### config.mk
export PLATFORM = sky130hd
export DESIGN_NAME = lfsr_seq_ctrl
export DESIGN_NICKNAME = d
export VERILOG_FILES = /design/src/rtl/lfsr_seq_ctrl.sv
export SDC_FILE = /design/constraint.sdc
export NUM_CORES = 1
export LEC_CHECK = 0
export CORE_MARGIN = 2
export CORE_UTILIZATION = 50
export CTS_CLUSTER_SIZE = 12
export DETAILED_ROUTE_END_ITERATION = 10
export PLACE_DENSITY = 0.87
export SLEW_MARGIN = 15
export SYNTH_ARGS = -nofsm -noshare
export SYNTH_HDL_FRONTEND = slang
export SYNTH_SLANG_ARGS = --single-unit
### constraint.sdc
create_clock -name clk -period 3.59 [get_ports clk]
set_input_delay 0.8975 -clock clk [delete_from_list [all_inputs] [get_ports clk]]
set_output_delay 0.8975 -clock clk [all_outputs]
set_load 0.01 [all_outputs]
### src/rtl/lfsr_seq_ctrl.sv
// -----------------------------------------------------------------------------
// lfsr_seq_ctrl
//   Sequencing controller for a reconfigurable LFSR datapath. A run request
//   (taps, seed, step count) is taken over a valid/ready handshake; the
//   controller then loads the LFSR, steps it exactly `count` times, measures
//   the period (first return to the seed) and reports status with a one-cycle
//   done pulse. Illegal configs, lockup (all-zero state) and abort end a run
//   early.
//
// Ports
//   clk, reset          clock; synchronous active-low reset
//   cfg_valid/ready     run request handshake (ready only in IDLE)
//   cfg_taps/seed/count request payload
//   abort               terminate the current run (LOAD or RUN)
//   lfsr_load/enable    load strobe / step enable to the LFSR
//   lfsr_seed/taps      captured seed/taps, stable between accepts
//   lfsr_state          current LFSR register value
//   busy, done          in LOAD/RUN; one-cycle completion pulse
//   steps_done, period, period_valid   run results
//   cfg_err, lockup_err, aborted       run status flags
// -----------------------------------------------------------------------------
module lfsr_seq_ctrl #(
    parameter int WIDTH = 8,
    parameter int CNT_W = 16
) (
    input  logic             clk,
    input  logic             reset,
    input  logic             cfg_valid,
    output logic             cfg_ready,
    input  logic [WIDTH-1:0] cfg_taps,
    input  logic [WIDTH-1:0] cfg_seed,
    input  logic [CNT_W-1:0] cfg_count,
    input  logic             abort,
    output logic             lfsr_load,
    output logic [WIDTH-1:0] lfsr_seed,
    output logic [WIDTH-1:0] lfsr_taps,
    output logic             lfsr_enable,
    input  logic [WIDTH-1:0] lfsr_state,
    output logic             busy,
    output logic             done,
    output logic [CNT_W-1:0] steps_done,
    output logic [CNT_W-1:0] period,
    output logic             period_valid,
    output logic             cfg_err,
    output logic             lockup_err,
    output logic             aborted
);

    typedef enum logic [1:0] {
        S_IDLE = 2'd0,
        S_LOAD = 2'd1,
        S_RUN  = 2'd2,
        S_DONE = 2'd3
    } state_t;

    state_t           state_q, state_d;
    logic [WIDTH-1:0] seed_q, seed_d;
    logic [WIDTH-1:0] taps_q, taps_d;
    logic [CNT_W-1:0] count_q, count_d;
    logic [CNT_W-1:0] steps_q, steps_d;
    logic [CNT_W-1:0] period_q, period_d;
    logic             pvalid_q, pvalid_d;
    logic             cfg_err_q, cfg_err_d;
    logic             lockup_q, lockup_d;
    logic             aborted_q, aborted_d;

    always_ff @(posedge clk) begin
        if (!reset) begin
            state_q   <= S_IDLE;
            seed_q    <= '0;
            taps_q    <= '0;
            count_q   <= '0;
            steps_q   <= '0;
            period_q  <= '0;
            pvalid_q  <= 1'b0;
            cfg_err_q <= 1'b0;
            lockup_q  <= 1'b0;
            aborted_q <= 1'b0;
        end else begin
            state_q   <= state_d;
            seed_q    <= seed_d;
            taps_q    <= taps_d;
            count_q   <= count_d;
            steps_q   <= steps_d;
            period_q  <= period_d;
            pvalid_q  <= pvalid_d;
            cfg_err_q <= cfg_err_d;
            lockup_q  <= lockup_d;
            aborted_q <= aborted_d;
        end
    end

    always_comb begin
        state_d     = state_q;
        seed_d      = seed_q;
        taps_d      = taps_q;
        count_d     = count_q;
        steps_d     = steps_q;
        period_d    = period_q;
        pvalid_d    = pvalid_q;
        cfg_err_d   = cfg_err_q;
        lockup_d    = lockup_q;
        aborted_d   = aborted_q;
        lfsr_load   = 1'b0;
        lfsr_enable = 1'b0;

        case (state_q)
            S_IDLE: begin
                // abort has no meaning here; only a request moves us on
                if (cfg_valid) begin
                    taps_d    = cfg_taps;
                    seed_d    = cfg_seed;
                    count_d   = cfg_count;
                    steps_d   = '0;
                    period_d  = '0;
                    pvalid_d  = 1'b0;
                    cfg_err_d = 1'b0;
                    lockup_d  = 1'b0;
                    aborted_d = 1'b0;
                    if (cfg_seed == '0 || cfg_taps == '0) begin
                        cfg_err_d = 1'b1;
                        state_d   = S_DONE;
                    end else begin
                        state_d = S_LOAD;
                    end
                end
            end

            S_LOAD: begin
                if (abort) begin
                    aborted_d = 1'b1;
                    state_d   = S_DONE;
                end else begin
                    lfsr_load = 1'b1;
                    state_d   = (count_q == '0) ? S_DONE : S_RUN;
                end
            end

            S_RUN: begin
                // Period: first cycle after at least one step where the
                // register is back at the seed. Later matches are ignored.
                if (lfsr_state == seed_q && steps_q != '0 && !pvalid_q) begin
                    period_d = steps_q;
                    pvalid_d = 1'b1;
                end
                // Priority: abort > lockup > count completion
                if (abort) begin
                    aborted_d = 1'b1;
                    state_d   = S_DONE;
                end else if (lfsr_state == '0) begin
                    lockup_d = 1'b1;
                    state_d  = S_DONE;
                end else if (steps_q < count_q) begin
                    lfsr_enable = 1'b1;
                    steps_d     = steps_q + CNT_W'(1);
                    if (steps_d == count_q)
                        state_d = S_DONE;
                end else begin
                    // unreachable with count>0 entering RUN; keeps the FSM safe
                    state_d = S_DONE;
                end
            end

            S_DONE: state_d = S_IDLE;

            default: state_d = S_IDLE;
        endcase
    end

    assign cfg_ready    = (state_q == S_IDLE);
    assign busy         = (state_q == S_LOAD) || (state_q == S_RUN);
    assign done         = (state_q == S_DONE);
    assign lfsr_seed    = seed_q;
    assign lfsr_taps    = taps_q;
    assign steps_done   = steps_q;
    assign period       = period_q;
    assign period_valid = pvalid_q;
    assign cfg_err      = cfg_err_q;
    assign lockup_err   = lockup_q;
    assign aborted      = aborted_q;

endmodule
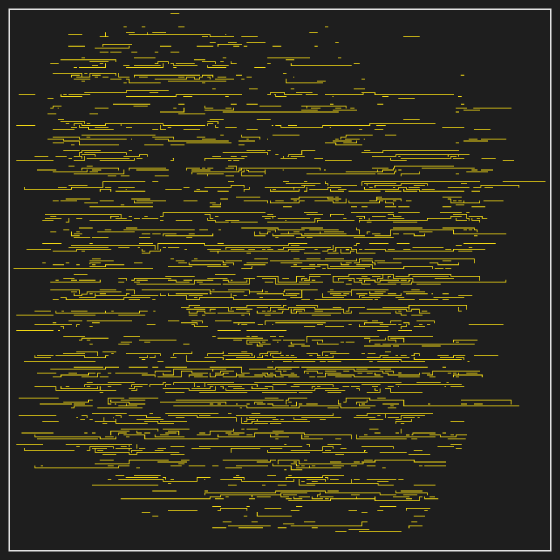
(run_1/m1.png)
nets with wire on the layer = 595
longest straight run = 30.8 microns
share of all routed wire = 41%

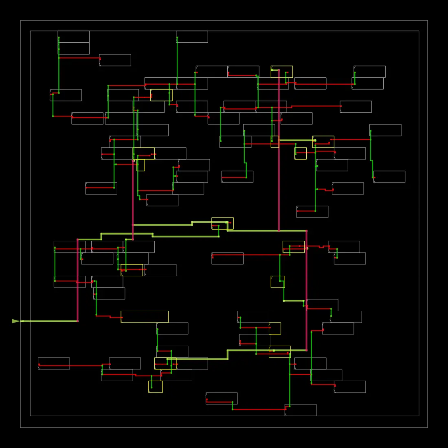
(run_1/clock_nets.png)
clk latency late pin: 360 ps
seq_cells: 70
clock skew: 10.94 ps

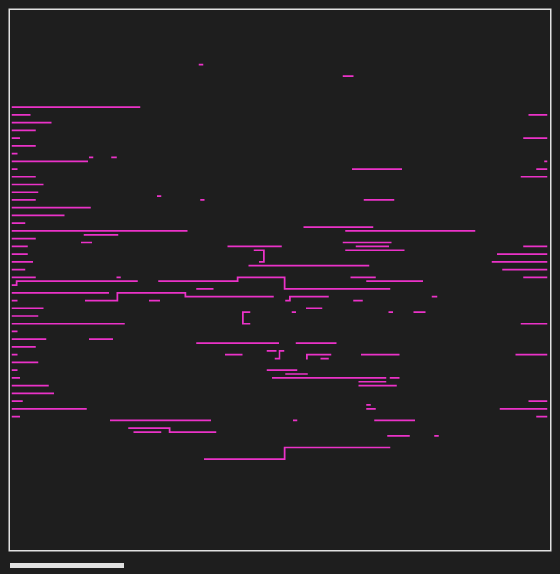
(run_1/m3.png)
The bar under the picture is 20 microns long.
wire length on this layer = 734 microns
share of all routed wire = 6.3%
longest straight run = 30.6 microns

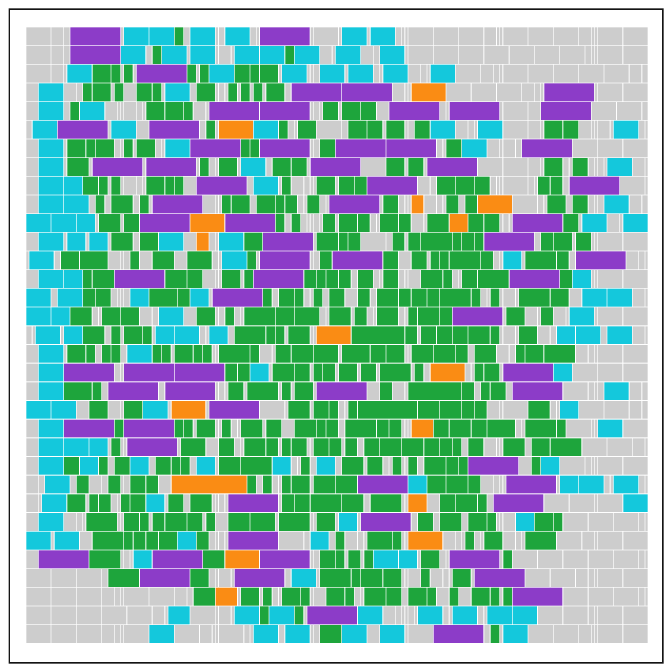
(run_1/class_map.png)
Fill, decap, tap and diode cells in grey.
orange -> clock drivers and dummy loads  # cells 16, share of their area 3.6%
green -> remaining logic cells  # cells 402, share of their area 48%
cyan -> remaining buffers and delay cells  # cells 133, share of their area 23%
purple -> registers  # cells 70, share of their area 26%

==> flow_summary.yaml, run 1 <==
# synthesis and place-and-route metrics
outcome:
  status: "finished, final reports clean"
synthesis:
  xor_share: 0.06778
  yosys.area.top_type_share: 0.3389
  common_cells: "nand2_1 (84), dfxtp_1 (70), a21boi_0 (50)"
  top_cells_by_area: "dfxtp_1 (34%), a21boi_0 (9.1%), nand2_1 (7.6%)"
  syn_nets: 571
  synth-seq-cells: 70
  ys_cells: 505
  synth-edff-count: 0
sta:
  period_needed_ps: 3485
  setup_violations: 0
  hold_ws_ps: 473.5
  fmax_ghz: 0.2869
  worstMarginPinSlew_ps: 658.0
placement:
  gp_congestion: 0.9172
  dpl.hpwl_microns: 8864
pwr:
  clkPwrFrac: 0.255
  comb_power_mw: 0.947
  seq_power_share: 0.371
  power_sequential_mw: 0.939
  power_switching_mw: 0.9362
drt:
  first_iter_violations: 303
  wl_per_cell_microns: 15.98
  route.detailed.drc: 0
  top_layer_used: "met4"
  wl_met1_microns: 4701
  dr_wl_met3_microns: 733
  dr_wl_met2_microns: 5906
run:
  maxCapViolCount: 0
grt:
  grtUsageMet1: 0.3109
  antenna_found_initial: 0
  grt-busiest-layer: "met2"
setup_path:
  crit_required_ps: 2690
  cp-start-kind: "input port"
  critPathMaxFanout: 2
floorplan:
  fp.dieH_microns: 94.94
  die-area_sq_mm: 0.009014
  row_count: 33
  die_w_microns: 94.94
finish:
  final_nets: 682
  lay_top_cells: "clkdlybuf4s50_1 (99), nand2_1 (84), dfxtp_1 (70)"
  drive_gt1_frac: 0.1031
  antenna_cells: 0
clock_network:
  cts_buffers: 9
  clock_path_buffers: 2
  h-tree-depth: 3
  cts_tree: "built"
worst_hold_path:
  hold_class: "reg -> reg"
[run 1: final timing paths]
| kind | startpoint | endpoint | slack (ps) | cells after the start |
|---|---|---|---|---|
| worst max register to register | steps_done[1] | state_q[1] | 620 | 9 |
| worst max-delay path | lfsr_state[1] | lfsr_enable | 100 | 7 |
| worst min-delay path | lfsr_taps[2] | lfsr_taps[2] | 470 | 2 |
| worst min register to register | lfsr_taps[2] | lfsr_taps[2] | 470 | 2 |
[run 1: cell type report]
type,count,area (sq um)
clock inverter,7,72.57
inverter,22,82.58
fill,648,2551
tap,105,131.4
multi-input combinational,380,2524
sequential,70,1401
timing repair buffer,133,1247
clock buffer,9,123.9
## Run 2: what changed since run 1
Settings changed: CORE_ASPECT_RATIO set to 0.75, CTS_CLUSTER_SIZE 12 to 28.
==> flow_summary.yaml, run 2 <==
# synthesis and place-and-route metrics
clock_network:
  clk_latency_ps: 360
  clock_path_buffers: 2
  h-tree-depth: 3
  cts_buffers: 9
  clk_pin_slew_ps: 70
  post_cts_buffers: 0
  cts_tree: "built"
drt:
  dr_wl_met3_microns: 1186
  top_layer_used: "met4"
  route.detailed.drc: 0
  wl_met1_microns: 4962
  dr_wl_met2_microns: 5373
  drt-pass1-iter-count: 5
  first_iter_violations: 299
setup_path:
  regToRegSetupSlack_ps: 590
  critPathLaunch: "lfsr_state[1]"
  r2r_start: "count_q[9]"
  endpoint: "lfsr_enable"
  crit_required_ps: 2690
  cp-start-kind: "input port"
  path_buffers: 2
  rr_endpoint: "steps_done[15]"
  path_delay_family: "simple AND/OR/NAND/NOR gates"
  critPathMaxStageDelay_ps: 540
  ff2ff_path_depth: 11
  critPathMaxFanout: 2
  worstSetupPathDepth: 7
synthesis:
  synth.cell_area_sq_mm: 0.004135
  yosysTopAreaCell: "dfxtp_1"
  synth-seq-cells: 70
  ys.flop_type: "dfxtp_1"
  common_cells: "nand2_1 (84), dfxtp_1 (70), a21boi_0 (50)"
  synth-edff-count: 0
  ys_cells: 505
  synth_cell_type_count: 52
  yosys_warnings: 0
  top_cells_by_area: "dfxtp_1 (34%), a21boi_0 (9.1%), nand2_1 (7.6%)"
  yosys.area.top_type_share: 0.3389
  syn_nets: 571
worst_hold_path:
  hp-start: "lfsr_taps[1]"
  min_to: "lfsr_taps[1]"
  worstHoldPathCells: 2
  hold_class: "reg -> reg"
sta:
  fin_ws_ps: 74.36
  fmax_ghz: 0.2844
  period_needed_ps: 3516
  worstMarginPinSlew_ps: 704.7
  hold_ws_ps: 465.3
  setup_violations: 0
grt:
  grtUsageMet1: 0.3273
  antenna_found_initial: 0
  grt-busiest-layer: "met2"
pwr:
  seq_power_share: 0.362
  clkPwrFrac: 0.267
  power_switching_mw: 0.9192
  power_sequential_mw: 0.940
  power_clock_mw: 0.692
  cellPowerDensity_mw_per_mm2: 463.0
  comb_power_mw: 0.961
  pwr-share-comb: 0.371
finish:
  logic_area_sq_mm: 0.002524
  drive_gt1_frac: 0.09839
  antenna_cells: 0
  register_area_sq_mm: 0.001401
  final_nets: 681
  lay_top_cells: "clkdlybuf4s50_1 (99), nand2_1 (84), dfxtp_1 (70)"
  nFillCells: 614
floorplan:
  row_count: 28
  die-area_sq_mm: 0.009022
  die_w_microns: 109.0
  ioPinCount: 101
  fp.dieH_microns: 82.76
run:
  maxCapViolCount: 0
placement:
  place_area_sq_mm: 0.005364
  dpl.hpwl_microns: 8743
  gp_congestion: 0.9269
outcome:
  status: "finished, final reports clean"
-- run 2: kinds of logic (layout without fill, tap and decap cells) --
family                     count (synthesis)  in the layout  share of synthesized area
AOI/OAI and AO/OA                        115            115                     0.1958
and+or+nand+nor                          207            207                     0.2641
muxes                                      4              4                   0.009683
DFF                                       70             70                     0.3389
adders and majority gates                 22             22                    0.06656
buffers and inverters                     55            170                    0.05718
xor gates and xnor gates                  32             32                    0.06778
-- run 2: layout make-up --
type | instances | share of cell area
repair buffers | 132 | 0.2215
inverters | 22 | 0.01475
multi-input cells | 380 | 0.4507
well taps | 105 | 0.02346
flip-flops and latches | 70 | 0.2503
clock inverters | 2 | 0.006704
clock buffers | 14 | 0.03263
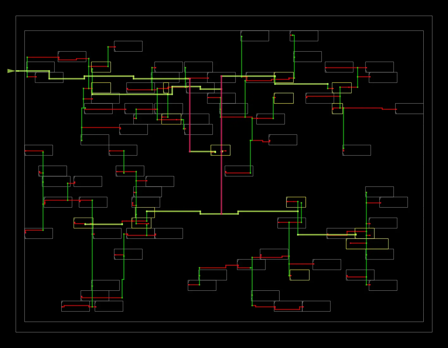
(run_2/clock_nets.png)
# clock sinks: 70
clock buffer count: 14
clock skew: 13.89 ps

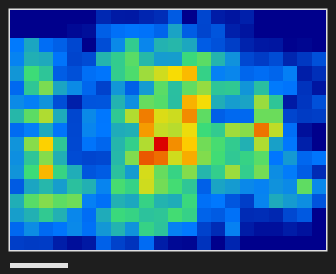
(run_2/route_heat.png)
The bar under the picture is 20 microns long. 22 x 17 tiles, from dark blue (low) to red (high), scaled to the fullest tile. Values are wire area over tile area, all layers added.
densest ninth of the die = centre
tiles over half the peak = 18%
fullest tile = 0.70
mean over tiles = 0.22
nearly empty tiles = 10%
gr usage total: 0.2678
final wirelength: 11690 microns
Vias: 4092
Avg WL per Cell: 16.12 microns

Power figures rest on the tool's default switching activity, not on a simulated workload.
